==> src/rtl/instr_encoder_pkg.sv <==
// -----------------------------------------------------------------------------
// instr_encoder_pkg
// Shared constants for the MIPS-style instruction encoder: primary opcodes,
// request kind codes, FSM state encoding, the field bundle handed to the
// packer, and a kind -> opcode lookup helper.
// -----------------------------------------------------------------------------
package instr_encoder_pkg;

   // Primary opcode field (bits 31:26)
   localparam logic [5:0] OP_RTYPE = 6'd0;
   localparam logic [5:0] OP_BEQ   = 6'd4;
   localparam logic [5:0] OP_BNE   = 6'd5;
   localparam logic [5:0] OP_ADDI  = 6'd8;
   localparam logic [5:0] OP_ADDIU = 6'd9;
   localparam logic [5:0] OP_ORI   = 6'd13;
   localparam logic [5:0] OP_LUI   = 6'd15;

   // Request kind codes
   localparam logic [2:0] KIND_RTYPE   = 3'd0;
   localparam logic [2:0] KIND_BEQ     = 3'd1;
   localparam logic [2:0] KIND_BNE     = 3'd2;
   localparam logic [2:0] KIND_ADDI    = 3'd3;
   localparam logic [2:0] KIND_ADDIU   = 3'd4;
   localparam logic [2:0] KIND_ORI     = 3'd5;
   localparam logic [2:0] KIND_LUI     = 3'd6;
   localparam logic [2:0] KIND_ILLEGAL = 3'd7;

   // FSM state encoding
   localparam logic [1:0] ST_IDLE  = 2'd0;
   localparam logic [1:0] ST_WRITE = 2'd1;
   localparam logic [1:0] ST_DONE  = 2'd2;

   // Register/immediate fields of one request
   typedef struct packed {
      logic [4:0]  rs;
      logic [4:0]  rt;
      logic [4:0]  rd;
      logic [4:0]  shamt;
      logic [5:0]  funct;
      logic [15:0] imm;
   } instr_fields_t;

   function automatic logic [5:0] kind_to_op(input logic [2:0] kind);
      logic [5:0] op;
      case (kind)
         KIND_BEQ:   op = OP_BEQ;
         KIND_BNE:   op = OP_BNE;
         KIND_ADDI:  op = OP_ADDI;
         KIND_ADDIU: op = OP_ADDIU;
         KIND_ORI:   op = OP_ORI;
         KIND_LUI:   op = OP_LUI;
         default:    op = OP_RTYPE;
      endcase
      return op;
   endfunction

endpackage

==> src/rtl/instr_encoder_if.sv <==
// -----------------------------------------------------------------------------
// instr_encoder_if
// Bundles the encode-request handshake and the instruction-memory write port.
//   slave  : the encoder (consumes requests, drives the memory write port)
//   master : the requester / memory model
// Signals
//   req_valid_i, req_ready_o        request handshake
//   req_kind_i                      instruction class
//   req_rs_i/rt_i/rd_i/shamt_i      register and shift fields
//   req_funct_i, req_imm_i          function code, immediate/branch offset
//   req_last_i                      final instruction of the program
//   mem_we_o, mem_addr_o, mem_data_o  memory write request
//   mem_ack_i                       memory accepted current write
// -----------------------------------------------------------------------------
interface instr_encoder_if;
   logic        req_valid_i;
   logic        req_ready_o;
   logic [2:0]  req_kind_i;
   logic [4:0]  req_rs_i;
   logic [4:0]  req_rt_i;
   logic [4:0]  req_rd_i;
   logic [4:0]  req_shamt_i;
   logic [5:0]  req_funct_i;
   logic [15:0] req_imm_i;
   logic        req_last_i;
   logic        mem_we_o;
   logic [31:0] mem_addr_o;
   logic [31:0] mem_data_o;
   logic        mem_ack_i;

   modport slave (
      input  req_valid_i, req_kind_i, req_rs_i, req_rt_i, req_rd_i,
             req_shamt_i, req_funct_i, req_imm_i, req_last_i, mem_ack_i,
      output req_ready_o, mem_we_o, mem_addr_o, mem_data_o
   );

   modport master (
      output req_valid_i, req_kind_i, req_rs_i, req_rt_i, req_rd_i,
             req_shamt_i, req_funct_i, req_imm_i, req_last_i, mem_ack_i,
      input  req_ready_o, mem_we_o, mem_addr_o, mem_data_o
   );
endinterface

==> src/rtl/instr_encoder_pack.sv <==
// -----------------------------------------------------------------------------
// instr_pack
// Purely combinational packer: request kind + fields -> 32-bit instruction
// word and an illegal-kind flag.
// Ports
//   i_kind    : instruction class
//   i_fields  : rs/rt/rd/shamt/funct/imm bundle
//   o_word    : encoded instruction (0 for the illegal kind)
//   o_illegal : kind has no encoding
// -----------------------------------------------------------------------------
module instr_pack
   import instr_encoder_pkg::*;
(
   input  logic [2:0]    i_kind,
   input  instr_fields_t i_fields,
   output logic [31:0]   o_word,
   output logic          o_illegal
);

   always_comb begin
      o_word    = '0;
      o_illegal = 1'b0;
      case (i_kind)
         KIND_RTYPE:
            o_word = {OP_RTYPE, i_fields.rs, i_fields.rt, i_fields.rd,
                      i_fields.shamt, i_fields.funct};
         // lui has no source register; rs is forced to zero
         KIND_LUI:
            o_word = {OP_LUI, 5'd0, i_fields.rt, i_fields.imm};
         KIND_ILLEGAL:
            o_illegal = 1'b1;
         default:
            o_word = {kind_to_op(i_kind), i_fields.rs, i_fields.rt, i_fields.imm};
      endcase
   end

endmodule

==> src/rtl/instr_encoder.sv <==
// -----------------------------------------------------------------------------
// instr_encoder
// Accepts encode requests one at a time, packs each into a 32-bit instruction
// and writes it to instruction memory at BASE_ADDR + 4*count. A program ends
// on the request flagged last or when DEPTH words have been written; start_i
// rearms the encoder from DONE.
// Ports
//   clk_i    : clock, rising edge
//   rst_i    : synchronous reset, active low
//   start_i  : rearm pulse, only honoured in DONE
//   bus      : request handshake + memory write port (slave modport)
//   count_o  : words written since rearm
//   done_o   : program complete
//   full_o   : DEPTH words written
//   err_o    : sticky, an illegal kind was accepted since rearm
// -----------------------------------------------------------------------------
module instr_encoder
   import instr_encoder_pkg::*;
#(
   parameter logic [31:0] BASE_ADDR = 32'h0000_0000,
   parameter int          DEPTH     = 32
)(
   input  logic                     clk_i,
   input  logic                     rst_i,
   input  logic                     start_i,
   instr_encoder_if.slave           bus,
   output logic [$clog2(DEPTH):0]   count_o,
   output logic                     done_o,
   output logic                     full_o,
   output logic                     err_o
);

   localparam int                CNT_W   = $clog2(DEPTH) + 1;
   localparam logic [CNT_W-1:0]  C_DEPTH = CNT_W'(DEPTH);

   logic [1:0]       r_state;
   logic [CNT_W-1:0] r_count;
   logic [31:0]      r_word;
   logic             r_last;
   logic             r_err;

   instr_fields_t    w_fields;
   logic [31:0]      w_word;
   logic             w_illegal;
   logic             w_ready;
   logic             w_accept;
   logic [CNT_W-1:0] w_count_inc;

   assign w_fields = '{rs:    bus.req_rs_i,
                       rt:    bus.req_rt_i,
                       rd:    bus.req_rd_i,
                       shamt: bus.req_shamt_i,
                       funct: bus.req_funct_i,
                       imm:   bus.req_imm_i};

   instr_pack u_pack (
      .i_kind    (bus.req_kind_i),
      .i_fields  (w_fields),
      .o_word    (w_word),
      .o_illegal (w_illegal)
   );

   assign w_ready     = (r_state == ST_IDLE);
   assign w_accept    = bus.req_valid_i & w_ready;
   assign w_count_inc = r_count + CNT_W'(1);

   always_ff @(posedge clk_i) begin
      if (!rst_i) begin
         r_state <= ST_IDLE;
         r_count <= '0;
         r_word  <= '0;
         r_last  <= 1'b0;
         r_err   <= 1'b0;
      end else begin
         case (r_state)
            ST_IDLE: begin
               if (w_accept) begin
                  if (w_illegal) begin
                     // Handshake completes but nothing is written
                     r_err <= 1'b1;
                     if (bus.req_last_i) r_state <= ST_DONE;
                  end else begin
                     r_word  <= w_word;
                     r_last  <= bus.req_last_i;
                     r_state <= ST_WRITE;
                  end
               end
            end
            ST_WRITE: begin
               if (bus.mem_ack_i) begin
                  r_count <= w_count_inc;
                  r_state <= (r_last || (w_count_inc == C_DEPTH)) ? ST_DONE : ST_IDLE;
               end
            end
            ST_DONE: begin
               if (start_i) begin
                  r_count <= '0;
                  r_err   <= 1'b0;
                  r_state <= ST_IDLE;
               end
            end
            default: r_state <= ST_IDLE;
         endcase
      end
   end

   assign bus.req_ready_o = w_ready;
   assign bus.mem_we_o    = (r_state == ST_WRITE);
   // Word-aligned address; the 32-bit sum wraps naturally
   assign bus.mem_addr_o  = BASE_ADDR + (32'(r_count) << 2);
   assign bus.mem_data_o  = r_word;

   assign count_o = r_count;
   assign done_o  = (r_state == ST_DONE);
   assign full_o  = (r_count == C_DEPTH);
   assign err_o   = r_err;

endmodule
==> src/flat_wrapper.sv <==
// flat-port wrapper written by rule: the top's interface ports become plain ports
module instr_encoder_flat import instr_encoder_pkg::*;
#(
   parameter logic [31:0] BASE_ADDR = 32'h0000_0000,
   parameter int          DEPTH     = 32
)
  (clk_i, rst_i, start_i, count_o, done_o, full_o, err_o, bus_req_valid_i, bus_req_kind_i, bus_req_rs_i, bus_req_rt_i, bus_req_rd_i, bus_req_shamt_i, bus_req_funct_i, bus_req_imm_i, bus_req_last_i, bus_mem_ack_i, bus_req_ready_o, bus_mem_we_o, bus_mem_addr_o, bus_mem_data_o);
  instr_encoder_if bus_i ();
  input  logic clk_i;
  input  logic rst_i;
  input  logic start_i;
  output logic [$clog2(DEPTH):0] count_o;
  output logic done_o;
  output logic full_o;
  output logic err_o;
  input wire logic [$bits(bus_i.req_valid_i)-1:0] bus_req_valid_i;
  input wire logic [$bits(bus_i.req_kind_i)-1:0] bus_req_kind_i;
  input wire logic [$bits(bus_i.req_rs_i)-1:0] bus_req_rs_i;
  input wire logic [$bits(bus_i.req_rt_i)-1:0] bus_req_rt_i;
  input wire logic [$bits(bus_i.req_rd_i)-1:0] bus_req_rd_i;
  input wire logic [$bits(bus_i.req_shamt_i)-1:0] bus_req_shamt_i;
  input wire logic [$bits(bus_i.req_funct_i)-1:0] bus_req_funct_i;
  input wire logic [$bits(bus_i.req_imm_i)-1:0] bus_req_imm_i;
  input wire logic [$bits(bus_i.req_last_i)-1:0] bus_req_last_i;
  input wire logic [$bits(bus_i.mem_ack_i)-1:0] bus_mem_ack_i;
  output wire logic [$bits(bus_i.req_ready_o)-1:0] bus_req_ready_o;
  output wire logic [$bits(bus_i.mem_we_o)-1:0] bus_mem_we_o;
  output wire logic [$bits(bus_i.mem_addr_o)-1:0] bus_mem_addr_o;
  output wire logic [$bits(bus_i.mem_data_o)-1:0] bus_mem_data_o;
  assign bus_i.req_valid_i = bus_req_valid_i;
  assign bus_i.req_kind_i = bus_req_kind_i;
  assign bus_i.req_rs_i = bus_req_rs_i;
  assign bus_i.req_rt_i = bus_req_rt_i;
  assign bus_i.req_rd_i = bus_req_rd_i;
  assign bus_i.req_shamt_i = bus_req_shamt_i;
  assign bus_i.req_funct_i = bus_req_funct_i;
  assign bus_i.req_imm_i = bus_req_imm_i;
  assign bus_i.req_last_i = bus_req_last_i;
  assign bus_i.mem_ack_i = bus_mem_ack_i;
  assign bus_req_ready_o = bus_i.req_ready_o;
  assign bus_mem_we_o = bus_i.mem_we_o;
  assign bus_mem_addr_o = bus_i.mem_addr_o;
  assign bus_mem_data_o = bus_i.mem_data_o;
  instr_encoder #(.BASE_ADDR(BASE_ADDR), .DEPTH(DEPTH)) u_core (.clk_i(clk_i), .rst_i(rst_i), .start_i(start_i), .bus(bus_i), .count_o(count_o), .done_o(done_o), .full_o(full_o), .err_o(err_o));
endmodule
==> config.mk <==
export PLATFORM = sky130hd
export DESIGN_NAME = instr_encoder_flat
export DESIGN_NICKNAME = d
export VERILOG_FILES = /design/src/rtl/instr_encoder_pkg.sv /design/src/rtl/instr_encoder_if.sv /design/src/rtl/instr_encoder_pack.sv /design/src/rtl/instr_encoder.sv /design/src/flat_wrapper.sv
export SDC_FILE = /design/constraint.sdc
export NUM_CORES = 1
export LEC_CHECK = 0
export ABC_AREA = 1
export CAP_MARGIN = 20
export CORE_MARGIN = 8
export CORE_UTILIZATION = 37
export CTS_CLUSTER_DIAMETER = 120
export DETAILED_ROUTE_END_ITERATION = 8
export PLACE_DENSITY = 0.86
export SYNTH_ARGS = -nofsm -noshare
export SYNTH_HDL_FRONTEND = slang
export SYNTH_SLANG_ARGS = --single-unit
export TNS_END_PERCENT = 10
==> constraint.sdc <==
create_clock -name clk_i -period 2 [get_ports clk_i]
set_clock_uncertainty 0.15 [all_clocks]
set_input_delay 0.4 -clock clk_i [delete_from_list [all_inputs] [get_ports clk_i]]
set_output_delay 0.4 -clock clk_i [all_outputs]
set_load 0.005 [all_outputs]
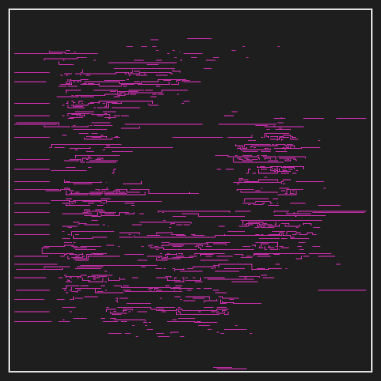
**Above:** the metal 1 layer.
Drawn at 4 px/µm.
main direction: horizontal
share of all routed wire: 39%

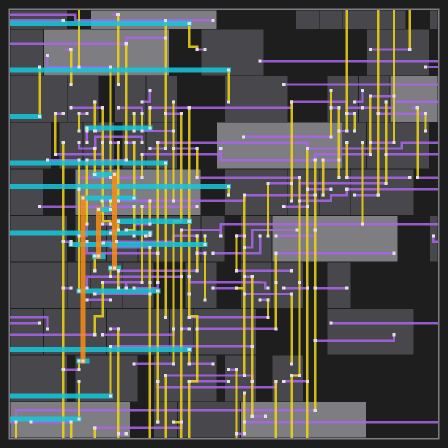
**Above:** zoomed window.
Window x 10 to 35, y 55 to 80 µm. Cells in grey, sequential cells in the stronger grey; small squares are vias.
[cyan] metal 3
[orange] metal 4
[purple] metal 1
[yellow] metal 2
sequential cells in the window: 6
netlist names of flops here include: u_core.bus.mem_data_o (6)
cells with their middle in the window: 55
most frequent: clkdlybuf4s50_1 (21), a21oi_1 (13), nand2_1 (7)

==> summary.txt <==
yosys + openroad results -> Slew Viols, Final=0, Num Clock Sinks=40, CP startpoint kind=flip-flop, comb area leader=AND-OR/OR-AND gates, crit path DRT=1.45 ns, CTS tree=done, setup TNS=0 ns, CP Capture Type=output pin, final cycle utilization of the critical path=0.960, Taps Inserted=72, antenna-violating nets left=0, Clock net power=512 µW, inverters=19, status=completed, # setup viols final=0, Design Power=2070 µW, final std cells w/o fill=453, R2R Path Start=u_core.count_o[0]$_SDFFE_PN0P_, hold path cells=2, Total Wirelength=6.17 mm, tool warnings=28, final core occ=0.575, CLK BUF=6, starting density of the core=0.377, area grow syn2layout=52.3%, Clock Power Share=0.248, Post-Synth Adder-Cell Area=0.0123, Commonest Layout Cell=clkdlybuf4s50_1, Via density=4.71, bufs w/o clock=111, post-cts gate resize count=2, largest net degree at the start of global routing=27, Hold/Removal Path Class=flip-flop to flip-flop, most instantiated library cell after synthesis=nand2_1, num rows=27, Max Clk Rate=521 MHz, Largest delay share family, worst path=buffers and inverters, per-cell routed wire length=13.6 µm, Layout Nets=434, Final WS setup=0.0806 ns, Vert. Die Dim=90.2 µm, ys flop type=dfxtp_1, Critical Path End=done_o, Placed Cells=446, Synth cell types=24, Post-Synth AOI/OAI Area=0.218, async set-reset flop share out of synthesis=0, # hold bufs at CTS=0, met3 WL=925 µm, HPWL Detailed=4.90 mm, Hold Slack=0.318 ns, Pre-Repair DR Iteration Count=4, mean post-synth cell area=7.26 µm², Pwr top=registers, met1 usage=0.151, vias in the first global route=2,187, Buf/Inv on CP=2, sequential power share=0.450, most common logic cells in the final layout=clkdlybuf4s50_1, nand2_1, a21oi_1, Worst Path Arrival=1.37 ns, Cell Pwr Density=665 mW/mm², Largest register FFs=30, Hold Fails Final Rpt=0, clock root buffer=clkbuf_8, yosys synthesis warning count=0, Placed Area=0.00302 mm²
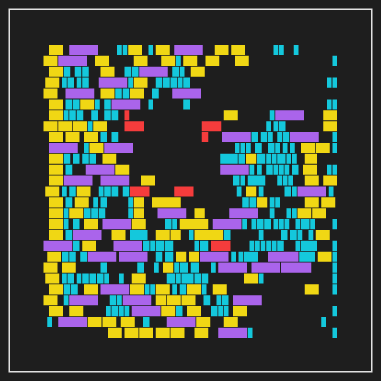
**Above:** cell classes on the final placement.
Drawn at 4 px/µm.
[purple] sequential cells | cells: 40 | share of their area: 27%
[red] clock drivers and dummy loads | cells: 7 | share of their area: 2.6%
[cyan] combinational and other logic | cells: 223 | share of their area: 34%
[yellow] remaining buffers and delay cells | cells: 111 | share of their area: 37%
Core Area: 0.00541 mm²
flop share of the area: 0.259
design area: 0.00311 mm²

Power figures rest on the tool's default switching activity, not on a simulated workload.
